`src/rtl/knn_pkg.sv`:
```
// Shared definitions for the KNN batch scheduler: state codes, default timing
// parameters and the batch-count width.
package knn_pkg;

    typedef enum logic [2:0] {
        ST_IDLE  = 3'd0,
        ST_CLEAR = 3'd1,
        ST_FETCH = 3'd2,
        ST_WAIT  = 3'd3,
        ST_DRAIN = 3'd4,
        ST_DONE  = 3'd5
    } state_t;

    localparam int SORT_LATENCY_DEF = 2;
    localparam int RD_TIMEOUT_DEF   = 16;
    localparam int NB_W             = 6;
    localparam int MAX_BATCHES      = 32;

    // A request is only legal for 1..MAX_BATCHES batches.
    function automatic logic count_legal(input logic [NB_W-1:0] n);
        return (n != 6'd0) && (n <= NB_W'(MAX_BATCHES));
    endfunction

endpackage

```
`src/rtl/knn_batch_scheduler.sv`:
```
// Sequences a KNN classification: clears the sorter, streams training batches
// from memory into it, waits out the sorter latency and publishes the group.
module knn_batch_scheduler
    import knn_pkg::*;
#(
    parameter int SORT_LATENCY = SORT_LATENCY_DEF,
    parameter int RD_TIMEOUT   = RD_TIMEOUT_DEF
) (
    input  logic            clk,
    input  logic            rst,
    input  logic            i_req,
    output logic            o_ready,
    input  logic [9:0]      i_test_x,
    input  logic [9:0]      i_test_y,
    input  logic [NB_W-1:0] i_num_batches,
    input  logic            i_abort,
    output logic [9:0]      o_test_x,
    output logic [9:0]      o_test_y,
    output logic            o_mem_rd_en,
    output logic [4:0]      o_mem_addr,
    input  logic            i_mem_rd_valid,
    output logic            o_clr_sort,
    output logic            o_sort_en,
    input  logic            i_group,
    output logic            o_group,
    output logic            o_result_valid,
    output logic            o_err,
    output logic            o_busy,
    output logic [2:0]      o_state
);

    localparam int TMO_W = $clog2(RD_TIMEOUT + 1);
    localparam int DRN_W = $clog2(SORT_LATENCY + 1);

    state_t            state_r;
    logic [9:0]        test_x_r;
    logic [9:0]        test_y_r;
    logic [NB_W-1:0]   num_r;
    logic [4:0]        batch_cnt_r;
    logic [TMO_W-1:0]  tmo_cnt_r;
    logic [DRN_W-1:0]  drain_cnt_r;
    logic              group_r;
    logic              mem_rd_en_r;
    logic              clr_sort_r;
    logic              result_valid_r;
    logic              err_r;
    logic              last_batch_s;

    assign last_batch_s   = ({1'b0, batch_cnt_r} == (num_r - 6'd1));
    assign o_ready        = (state_r == ST_IDLE);
    assign o_busy         = (state_r != ST_IDLE);
    assign o_state        = state_r;
    assign o_sort_en      = (state_r == ST_WAIT) && i_mem_rd_valid;
    assign o_test_x       = test_x_r;
    assign o_test_y       = test_y_r;
    assign o_mem_addr     = batch_cnt_r;
    assign o_mem_rd_en    = mem_rd_en_r;
    assign o_clr_sort     = clr_sort_r;
    assign o_group        = group_r;
    assign o_result_valid = result_valid_r;
    assign o_err          = err_r;

    // Scheduler FSM; strobes are registered on entry to the state that owns them.
    always_ff @(posedge clk or posedge rst) begin
        if (rst) begin
            state_r        <= ST_IDLE;
            test_x_r       <= 10'd0;
            test_y_r       <= 10'd0;
            num_r          <= 6'd0;
            batch_cnt_r    <= 5'd0;
            tmo_cnt_r      <= '0;
            drain_cnt_r    <= '0;
            group_r        <= 1'b0;
            mem_rd_en_r    <= 1'b0;
            clr_sort_r     <= 1'b0;
            result_valid_r <= 1'b0;
            err_r          <= 1'b0;
        end else begin
            mem_rd_en_r    <= 1'b0;
            clr_sort_r     <= 1'b0;
            result_valid_r <= 1'b0;
            err_r          <= 1'b0;
            case (state_r)
                ST_IDLE: begin
                    if (i_req) begin
                        if (count_legal(i_num_batches)) begin
                            test_x_r   <= i_test_x;
                            test_y_r   <= i_test_y;
                            num_r      <= i_num_batches;
                            clr_sort_r <= 1'b1;
                            state_r    <= ST_CLEAR;
                        end else begin
                            err_r <= 1'b1;
                        end
                    end
                end
                ST_CLEAR: begin
                    if (i_abort) begin
                        state_r <= ST_IDLE;
                    end else begin
                        batch_cnt_r <= 5'd0;
                        mem_rd_en_r <= 1'b1;
                        state_r     <= ST_FETCH;
                    end
                end
                ST_FETCH: begin
                    if (i_abort) begin
                        state_r <= ST_IDLE;
                    end else begin
                        tmo_cnt_r <= '0;
                        state_r   <= ST_WAIT;
                    end
                end
                ST_WAIT: begin
                    // Abort wins over a returning read; the sorter strobe is combinational.
                    if (i_abort) begin
                        state_r <= ST_IDLE;
                    end else if (i_mem_rd_valid) begin
                        if (last_batch_s) begin
                            drain_cnt_r <= '0;
                            state_r     <= ST_DRAIN;
                        end else begin
                            batch_cnt_r <= batch_cnt_r + 5'd1;
                            mem_rd_en_r <= 1'b1;
                            state_r     <= ST_FETCH;
                        end
                    end else if (tmo_cnt_r == TMO_W'(RD_TIMEOUT - 1)) begin
                        err_r   <= 1'b1;
                        state_r <= ST_IDLE;
                    end else begin
                        tmo_cnt_r <= tmo_cnt_r + TMO_W'(1);
                    end
                end
                ST_DRAIN: begin
                    if (i_abort) begin
                        state_r <= ST_IDLE;
                    end else if (drain_cnt_r == DRN_W'(SORT_LATENCY - 1)) begin
                        group_r        <= i_group;
                        result_valid_r <= 1'b1;
                        state_r        <= ST_DONE;
                    end else begin
                        drain_cnt_r <= drain_cnt_r + DRN_W'(1);
                    end
                end
                ST_DONE: begin
                    state_r <= ST_IDLE;
                end
                default: begin
                    state_r <= ST_IDLE;
                end
            endcase
        end
    end

endmodule
```
`config.mk`:
```
export PLATFORM = sky130hd
export DESIGN_NAME = knn_batch_scheduler
export DESIGN_NICKNAME = d
export VERILOG_FILES = /design/src/rtl/knn_pkg.sv /design/src/rtl/knn_batch_scheduler.sv
export SDC_FILE = /design/constraint.sdc
export NUM_CORES = 1
export LEC_CHECK = 0
export ABC_AREA = 1
export CAP_MARGIN = 20
export CORE_MARGIN = 5
export CORE_UTILIZATION = 50
export CTS_CLUSTER_SIZE = 40
export DETAILED_ROUTE_END_ITERATION = 12
export GPL_ROUTABILITY_DRIVEN = 0
export PLACE_DENSITY = 0.84
export SLEW_MARGIN = 10
export SYNTH_ARGS = -nofsm -noshare
export SYNTH_HDL_FRONTEND = slang
export SYNTH_SLANG_ARGS = --single-unit
```
`constraint.sdc`:
```
create_clock -name clk -period 2.4 [get_ports clk]
set_input_delay 0.48 -clock clk [delete_from_list [all_inputs] [get_ports clk]]
set_output_delay 0.48 -clock clk [all_outputs]
set_load 0.02 [all_outputs]
```
Fig. 1: M3 wires
Bar = 20 um.
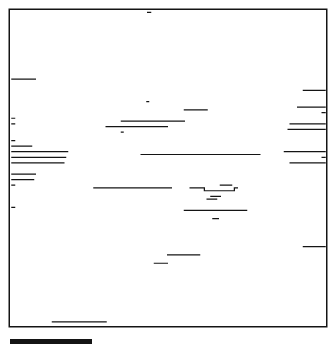
share of all routed wire: 4.8%
longest straight run: 29.0 um
wire length on this layer: 265 um
main direction: horizontal
nets with wire on the layer: 32

Fig. 2: the metal 2 layer
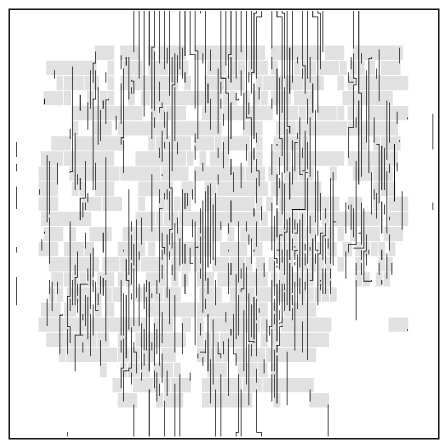
share of all routed wire: 52%
main direction: vertical
wire length on this layer: 2,830 um
nets with wire on the layer: 311
longest straight run: 22.1 um
Via Count: 2,025
Post-Route WL: 5490 um
met2 Resource Use GR: 32.7%

Fig. 3: congestion heat map
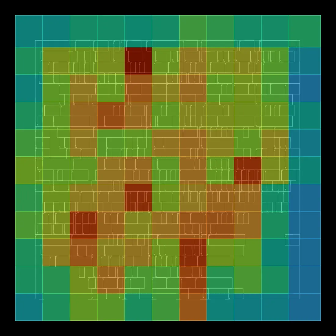
GRT met1 Usage: 24.9%
most crowded layer after global routing: met2
GRT Overall Usage: 19.6%

Fig. 4: selected gate families
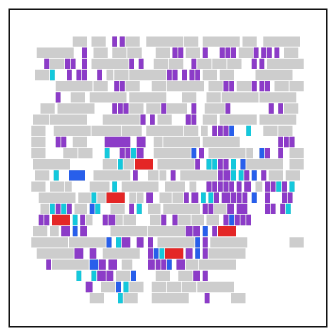
| color | family | cells | most used |
|---|---|---|---|
| blue | NOR gates | 19 | nor2_1 |
| red | adder and majority cells | 5 | ha_1 |
| cyan | inverters | 29 | inv_1 |
| purple | NAND gates | 145 | nand2_1 |

==> out/qor.txt <==
outcome -> finished clean
FF-to-FF setup slack -> 0.52 ns
r2r startpoint -> num_r[0]$_DFFE_PP0P_
Top Metal Used -> met4
Worst Path Max Fanout -> 5
first-pass GRT wire length -> 9620 um
FP Core Util -> 51.6%
Synth Seq Share -> 51.2%
required time worst endpoint -> 1.92 ns
Num CTS Buffers -> 5
Crit path max-delay family -> buffers and inverters
post-route ant nets -> 0
met3 WL post-DR -> 264 um
Clk power -> 0.474 mW
WHS -> 0.478 ns
final hold violation count -> 0
Slew Limit Fails -> 0
P per Cell Area -> 1060 nW/um^2
Pre-antenna DRT Iters -> 4
CP Capture Type -> primary output
Fin Clk Skew -> 0.00674 ns
CP Launch Point -> o_state[0]$_DFFE_PP0P_
drt wl/cell -> 13.6 um
crit path cell chain -> nor2_2 > nand2_2 > inv_1 > clkdlybuf4s50_1
Synth cell types -> 29
clk_lat worst skew -> 0.30 ns
Setup CP Type -> flop to primary output
Post-synth top cells -> nand2_1, dfrtp_1, inv_1
tool warnings -> 26
# setup viols final -> 0
Top Consumer -> combinational logic
Nets -> 386
final worst path period share -> 92.2%
CTS-repair resized insts -> 0
antenna violations before repair -> 0
seq pwr -> 1.20 mW
hold buffers post-CTS -> 0
sequential power share -> 36.9%
Worst path depth -> 4
Hold Crit Start -> drain_cnt_r[1]$_DFFE_PP0P_
Power Internal -> 1.92 mW
flops & latches, synth -> 46
Max-slew headroom -> 65.3%
met3 GRT Util -> 4.92%
crit start category -> flop
clock group share of total power -> 14.5%
Die X -> 77.1 um
Synth area leader -> dfrtp_1
height of the die -> 77.1 um
leak pwr -> 1.54 nW
Syn Inst Count -> 278
synthesis-to-layout area growth -> 36.5%
post-DR vias/cell -> 5.04
HP Class -> flop to flop
DRT iter0 DRCs -> 143
CTS tree -> yes
FP Rows -> 24
worst stage delay on the critical path -> 0.61 ns
PortBufs -> 67
worst path arrival time -> 1.73 ns
CTS Buffer Depth -> 2
sw frac -> 41.2%
IO Pins -> 68
synthesis area per yosys -> 2250 um^2
worst slew pin tran -> 0.520 ns
share of the synthesized area in the top cell type -> 51.2%
overflow left after global routing -> 0
DRC viols -> 0
Main synth FF type -> dfrtp_1
yosys warning tally -> 0
[layout make-up]
| class | count | area, um^2 |
|---|---|---|
| fill | 346 | 1280 |
| clock buffer | 5 | 68.8 |
| clock inverter | 3 | 21.3 |
| inverter | 29 | 109 |
| multi-input combinational | 197 | 948 |
| tap | 52 | 65.1 |
| timing repair buffer | 70 | 706 |
| sequential | 46 | 1150 |
[cell families after synthesis]
| family | Yosys count | synth area share [%] |
|---|---|---|
| and+or+nand+nor | 167 | 31.3 |
| DFF | 46 | 51.2 |
| adders and majority gates | 5 | 2.78 |
| AOI/OAI and AO/OA | 16 | 4.40 |
| muxes | 2 | 0.946 |
| buffers and inverters | 35 | 6.62 |
| xor gates and xnor gates | 7 | 2.73 |
[sequential cells by signal, summed over array words and instances, names as in the netlist]
name,count
drain_cnt_r,2
num_r,6
o_clr_sort,1
o_err,1
o_group,1
o_mem_addr,5
o_mem_rd_en,1
o_result_valid,1
o_state,3
o_test_x,10
o_test_y,10
tmo_cnt_r,5
[placed cells by master, fill, tap and decap left out, types with 2 or more instances in the layout]
cell type,instances
xor2_1,5
dfrtp_1,46
or2_2,2
inv_2,4
o31ai_1,2
nor2_1,17
inv_1,25
o21ai_0,9
ha_1,5
clkbuf_8,5
clkdlybuf4s50_1,67
buf_4,2
nand4_1,5
nand2_1,117
xnor2_1,2
nand3_1,18
nand2_2,3
[per-stage QoR]
step	std cells	area (um^2)	setup WS (ns)	utilization, %	power [mW]
4_1_cts	402	3070	0.177	70.5	3.28
5_1_grt	402	3070	0.0866	70.5	3.49
3_3_place_gp	394	2980	0.210	68.4	2.75
3_5_place_dp	394	2980	0.178	68.4	2.81
2_1_floorplan	278	2250	0.795	-	2.12
6_report	402	3070	0.188	70.5	3.26
Power and IR drop assume default switching activity.
